Figure 1. Wires at chosen ports, followed through buffers (run 1).
Scale: 8 px per µm.
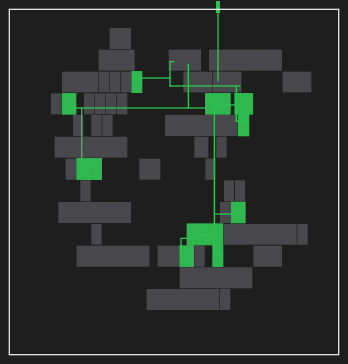
Figure 2. Routed metal, one colour a layer (run 1).
Scale: 8 px per µm.
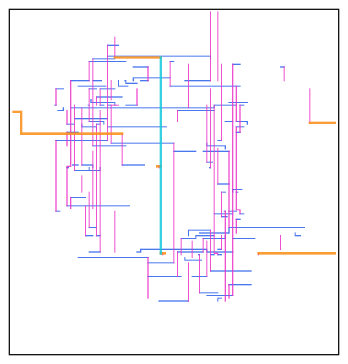
Figure 3. Sequential cells coloured by netlist name (run 1).
Scale: 6 px per µm.
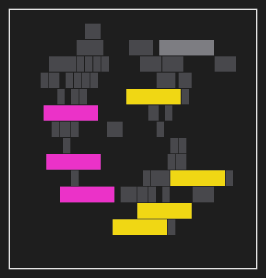
**src/rtl/pattern_det_pkg.sv**
```systemverilog
// Shared defaults and helpers for the serial pattern detector.
package pattern_det_pkg;

    localparam int DEF_PAT_WIDTH = 5;
    localparam logic [DEF_PAT_WIDTH-1:0] DEF_PATTERN = 5'b11010;

    // Fill counter type for the default width; other widths size via fill_bits().
    typedef logic [$clog2(DEF_PAT_WIDTH+1)-1:0] fill_t;

    function automatic int fill_bits(input int width);
        return $clog2(width + 1);
    endfunction

endpackage

```
**src/rtl/valid_shift_reg.sv**
```systemverilog
// Enable-qualified shift register holding the most recent valid bits,
// plus a fill counter that saturates at the register width.
module valid_shift_reg
    import pattern_det_pkg::*;
#(
    parameter int WIDTH  = DEF_PAT_WIDTH,
    parameter int FILL_W = fill_bits(WIDTH)
) (
    input  logic              clk,
    input  logic              rst,
    input  logic              i_en,
    input  logic              i_d,
    output logic [WIDTH-1:0]  o_hist,
    output logic [FILL_W-1:0] o_fill
);

    logic [WIDTH-1:0]  r_hist;
    logic [FILL_W-1:0] r_fill;

    always_ff @(posedge clk or negedge rst) begin
        if (!rst) begin
            r_hist <= '0;
            r_fill <= '0;
        end else if (i_en) begin
            r_hist <= {r_hist[WIDTH-2:0], i_d};
            if (r_fill != FILL_W'(WIDTH)) begin
                r_fill <= r_fill + 1'b1;
            end
        end
    end

    assign o_hist = r_hist;
    assign o_fill = r_fill;

endmodule

```
**src/rtl/dynamic_pattern_detector.sv**
```systemverilog
// Overlapping serial pattern detector: compares the incoming valid bit joined
// with the stored history against PATTERN and registers a one-cycle pulse.
module dynamic_pattern_detector
    import pattern_det_pkg::*;
#(
    parameter int                   PAT_WIDTH = DEF_PAT_WIDTH,
    parameter logic [PAT_WIDTH-1:0] PATTERN   = DEF_PATTERN
) (
    input  logic clk,
    input  logic rst,
    input  logic d_i,
    input  logic v_i,
    output logic pattern_detect
);

    localparam int FILL_W = fill_bits(PAT_WIDTH);

    logic [PAT_WIDTH-1:0] w_hist;
    logic [FILL_W-1:0]    w_fill;
    logic [PAT_WIDTH-1:0] w_window;
    logic                 w_filled;
    logic                 w_match;
    logic                 w_unused_oldest;
    logic                 r_detect;

    valid_shift_reg #(
        .WIDTH  (PAT_WIDTH),
        .FILL_W (FILL_W)
    ) u_hist (
        .clk    (clk),
        .rst    (rst),
        .i_en   (v_i),
        .i_d    (d_i),
        .o_hist (w_hist),
        .o_fill (w_fill)
    );

    // The oldest history bit falls out of the window as the new bit arrives.
    assign w_unused_oldest = w_hist[PAT_WIDTH-1];
    assign w_window        = {w_hist[PAT_WIDTH-2:0], d_i};
    // A window only counts once every position holds a bit received since reset.
    assign w_filled        = (w_fill >= FILL_W'(PAT_WIDTH - 1));
    assign w_match         = v_i && w_filled && (w_window == PATTERN);

    always_ff @(posedge clk or negedge rst) begin
        if (!rst) begin
            r_detect <= 1'b0;
        end else begin
            r_detect <= w_match;
        end
    end

    assign pattern_detect = r_detect;

endmodule

```
**config.mk**
```make
export PLATFORM = sky130hd
export DESIGN_NAME = dynamic_pattern_detector
export DESIGN_NICKNAME = d
export VERILOG_FILES = /design/src/rtl/pattern_det_pkg.sv /design/src/rtl/valid_shift_reg.sv /design/src/rtl/dynamic_pattern_detector.sv
export SDC_FILE = /design/constraint.sdc
export NUM_CORES = 1
export LEC_CHECK = 0
export ABC_AREA = 1
export CAP_MARGIN = 30
export CORE_AREA = 2 2 39 41
export DETAILED_ROUTE_END_ITERATION = 10
export DIE_AREA = 0 0 41 43
export GPL_TIMING_DRIVEN = 0
export PLACE_DENSITY_LB_ADDON = 0.1
export RECOVER_POWER = 100
export SYNTH_ARGS = -nofsm -noshare
export SYNTH_HDL_FRONTEND = slang
export SYNTH_SLANG_ARGS = --single-unit
```
**constraint.sdc**
```tcl
create_clock -name clk -period 1.4 [get_ports clk]
set_input_delay 0.28 -clock clk [delete_from_list [all_inputs] [get_ports clk]]
set_output_delay 0.28 -clock clk [all_outputs]
set_load 0.01 [all_outputs]
```
==> results.py, run 1 <==
# Metrics from the implementation run
metrics = {
    "timing": {
        "hold_ws_ns": 0.375,
        "tns_ns": 0,
        "worst_slew_pin_slew_ns": 0.382,
        "max_freq_mhz": 849,
        "period_used_share": 0.841,
        "hold_viol": 0,
        "setup_viol": 0,
    },
    "cells_and_area": {
        "ff_count": 8,
        "ff_latch_area_um2": 200,
        "layout_top_cell": "nand2_1",
        "buffers": 5,
        "fillCellCount": 149,
        "seq_share": 0.427,
        "drive_gt1_frac": 0.132,
        "comb_area_um2": 138,
        "fin_area_um2": 469,
        "instances_no_fill": 69,
    },
    "critical_path": {
        "crit_type": "flip-flop to output pin",
        "cp.required_ns": 1.12,
        "rr_startpoint": "u_hist.o_fill[0]",
        "crit_family": "flip-flops",
    },
    "logic_synthesis": {
        "top_cell": "nand2_1",
        "xor_share": 0,
        "synth_cell_type_count": 11,
        "largest_area_cell": "dfrtp_1",
        "top_logic_kind": "simple AND/OR/NAND/NOR gates",
        "fa_ha_area_frac": 0.0639,
        "synth_area_um2": 392,
        "area_leaders": "dfrtp_1 51%, nand2_1 13%, inv_1 9.6%, ha_1 6.4%, a21oi_2 4.5%",
    },
    "grt": {
        "antenna_found_initial": 0,
        "use_met1": 0.0900,
    },
    "clock_tree": {
        "clkLatencyLatePin_ns": 0.26,
        "cts_inserted_buffers": 3,
        "cts_hold_buf": 0,
        "post_cts_resized": 0,
    },
    "power": {
        "p_leak_nw": 0.258,
        "p_sw_mw": 0.242,
        "p_seq_mw": 0.344,
    },
    "place": {
        "numPortBuffers": 4,
        "place_hpwl_um": 546,
    },
    "run_status": {
        "status": "complete, no violations",
    },
    "job": {
        "warnings": 27,
    },
    "routing": {
        "vias": 304,
        "wl_met2_um": 361,
        "drt_iter0_markers": 5,
    },
}
Back to the opening pictures, Figure 1:
Key: v_i = green [bits 1, direction input, end cells 12, buffers 2, wire 95.7 µm]

Back to the opening pictures, Figure 2:
Key: met2 = magenta [wire length 362 µm]; met4 = cyan [wire length 24.5 µm]; met1 = blue [wire length 264 µm]; met3 = orange [wire length 35.2 µm]

Back to the opening pictures, Figure 3:
Key: u_hist.o_hist = yellow [sequential cells 4]; u_hist.o_fill = magenta [sequential cells 3]
Another 1 sequential cells are not coloured.

Figure 4. M2 wires (run 1).
Scale: 6 px per µm.
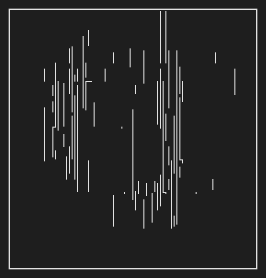

==> run 1 -> run 2 <==
==> constraint.sdc (replaced) <==
create_clock -name clk -period 1 [get_ports clk]
set_input_delay 0.2 -clock clk [delete_from_list [all_inputs] [get_ports clk]]
set_output_delay 0.2 -clock clk [all_outputs]
set_load 0.01 [all_outputs]
Figure 5. M2 wires (run 2).
Scale: 6 px per µm.
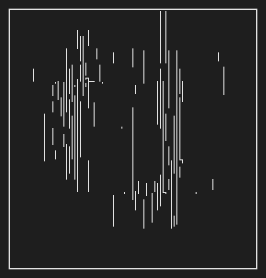
The layer holds 53% of the routed length. The layer carries 375 µm of wire.

==> run 2 against run 1 <==
Hold slack got worse by 0.081 ns. Count of clock-buffer cells in the layout stayed put. Total power increased by 55%. Final cell count rose by 1.4%. Via count increased by 4.6%. Non-clock buffer count is 1 higher. Critical endpoint is now u_hist.o_fill[0]. Clock power increased by about 40%. Combinational power grew 86%. Register-to-register slack worse by 0.30 ns. Highest routed layer unchanged. Cell area increased by 5.6%. Synthesized cell count unchanged. First-iteration DRC count fell by 40%.
==> results.py, run 2 <==
# Metrics from the implementation run
metrics = {
    "power": {
        "p_seq_mw": 0.500,
        "p_sw_mw": 0.384,
        "p_leak_nw": 0.262,
    },
    "clock_tree": {
        "clkLatencyLatePin_ns": 0.26,
        "cts_inserted_buffers": 3,
    },
    "logic_synthesis": {
        "area_leaders": "dfrtp_1 51%, nand2_1 13%, inv_1 9.6%, ha_1 6.4%, a21oi_2 4.5%",
        "fa_ha_area_frac": 0.0639,
        "top_cell": "nand2_1",
        "xor_share": 0,
        "synth_area_um2": 392,
        "synth_cell_type_count": 11,
        "top_logic_kind": "simple AND/OR/NAND/NOR gates",
        "largest_area_cell": "dfrtp_1",
    },
    "routing": {
        "wl_met2_um": 374,
        "drt_iter0_markers": 3,
        "vias": 318,
    },
    "timing": {
        "period_used_share": 0.957,
        "worst_slew_pin_slew_ns": 0.382,
        "tns_ns": 0,
        "max_freq_mhz": 1050,
        "hold_ws_ns": 0.294,
    },
    "critical_path": {
        "rr_startpoint": "u_hist.o_fill[0]",
    },
    "grt": {
        "antenna_found_initial": 0,
    },
    "cells_and_area": {
        "fillCellCount": 146,
        "fin_area_um2": 495,
        "drive_gt1_frac": 0.296,
        "ff_count": 8,
        "buffers": 6,
        "instances_no_fill": 70,
        "comb_area_um2": 160,
        "seq_share": 0.407,
    },
    "run_status": {
        "status": "complete, no violations",
    },
    "place": {
        "numPortBuffers": 4,
        "place_hpwl_um": 546,
    },
    "job": {
        "warnings": 28,
    },
}
Figure 6. Sequential cells coloured by netlist name (run 2).
Scale: 6 px per µm.
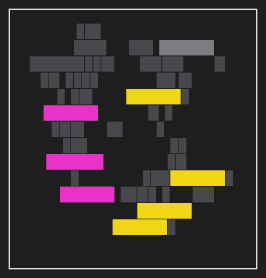
Key: u_hist.o_hist = yellow [sequential cells 4]; u_hist.o_fill = magenta [sequential cells 3]

Figure 7. Routed metal, one colour a layer (run 2).
Scale: 8 px per µm.
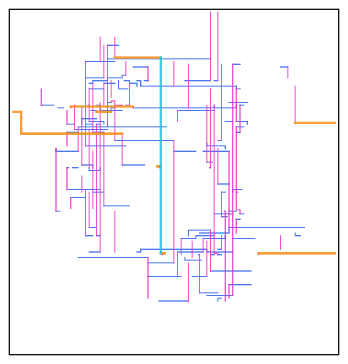

==> run 2 -> run 3 <==
==> constraint.sdc (replaced) <==
create_clock -name clk -period 1 [get_ports clk]
set_input_delay 0.2 -clock clk [delete_from_list [all_inputs] [get_ports clk]]
set_output_delay 0.2 -clock clk [all_outputs]
set_load 0.05 [all_outputs]
Figure 8. Routed metal, one colour a layer (run 3).
Scale: 8 px per µm.
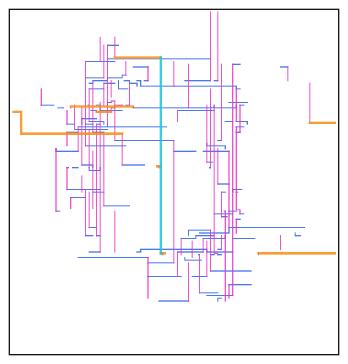
Key: met4 = cyan [wire length 24.5 µm]; met2 = magenta [wire length 375 µm]; met1 = blue [wire length 255 µm]; met3 = orange [wire length 44.8 µm]

Figure 9. M2 wires (run 3).
Scale: 6 px per µm.
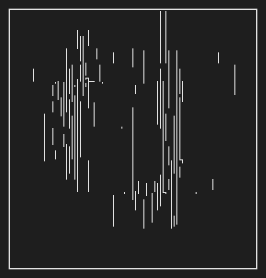
The wires run mostly vertical. The longest straight run is 28.9 µm.

==> run 3 against run 2 <==
Die area is the same. First-iteration DRC count is the same. Register-to-register slack is essentially flat. Critical path depth shrank 4. Final cell count is the same. Setup slack lost 0.021 ns. Sequential power is essentially flat. Non-clock buffer count is the same. Core utilization grew 0.45 points. Critical path type is now flip-flop to output pin. Largest power group unchanged.
==> results.py, run 3 <==
# Metrics from the implementation run
metrics = {
    "logic_synthesis": {
        "area_leaders": "dfrtp_1 51%, nand2_1 13%, inv_1 9.6%, ha_1 6.4%, a21oi_2 4.5%",
        "ys_warn_count": 0,
        "synth_seq_share": 0.511,
        "fa_ha_area_frac": 0.0639,
        "top_cell": "nand2_1",
        "synth_area_um2": 392,
        "synth_cell_type_count": 11,
        "ys_area_um2": 392,
        "xor_share": 0,
        "top_logic_kind": "simple AND/OR/NAND/NOR gates",
        "largest_area_cell": "dfrtp_1",
    },
    "critical_path": {
        "cp-end-kind": "output pin",
        "reg2reg_depth": 5,
        "cp.required_ns": 0.80,
        "crit_family": "flip-flops",
        "crit_type": "flip-flop to output pin",
        "path_cells": "buf_6",
        "rr_startpoint": "u_hist.o_fill[0]",
    },
    "timing": {
        "worst_slew_pin_slew_ns": 0.382,
        "layout_min_cycle_time_ns": 0.978,
        "slew_headroom": 0.745,
        "hold_viol": 0,
        "tns_ns": 0,
        "period_used_share": 0.978,
        "slew_violations": 0,
        "hold_ws_ns": 0.294,
        "setup_viol": 0,
    },
    "clock_tree": {
        "post_cts_resized": 9,
        "cts_inserted_buffers": 3,
        "clkLatencyLatePin_ns": 0.26,
        "cts_hold_buf": 0,
        "cts_tree": "yes",
        "path_clk_slew_ns": 0.06,
    },
    "cells_and_area": {
        "fillCellCount": 145,
        "layout_top_cell": "nand2_1",
        "nets": 62,
        "ff_latch_area_um2": 201,
        "fin_area_um2": 502,
        "buffers": 6,
        "instances_no_fill": 70,
        "comb_area_um2": 160,
        "seq_share": 0.401,
        "drive_gt1_frac": 0.296,
        "largest_reg_flops": 4,
        "ff_count": 8,
    },
    "routing": {
        "drt_iter0_markers": 3,
        "vias": 318,
        "wl_met2_um": 375,
    },
    "place": {
        "place_hpwl_um": 546,
        "numPortBuffers": 4,
        "gp_congestion": 0.613,
    },
    "power": {
        "p_sw_mw": 0.387,
        "clock_power_mw": 0.251,
        "p_seq_mw": 0.500,
        "p_leak_nw": 0.264,
    },
    "job": {
        "warnings": 28,
    },
    "hold_path": {
        "hold_class": "input port to asynchronous set/reset pin",
    },
    "grt": {
        "antenna_found_initial": 0,
        "use_met1": 0.0933,
    },
    "floorplanning": {
        "nWellTaps": 16,
    },
    "run_status": {
        "status": "complete, no violations",
    },
}
Power is estimated from default activity; no workload was simulated.
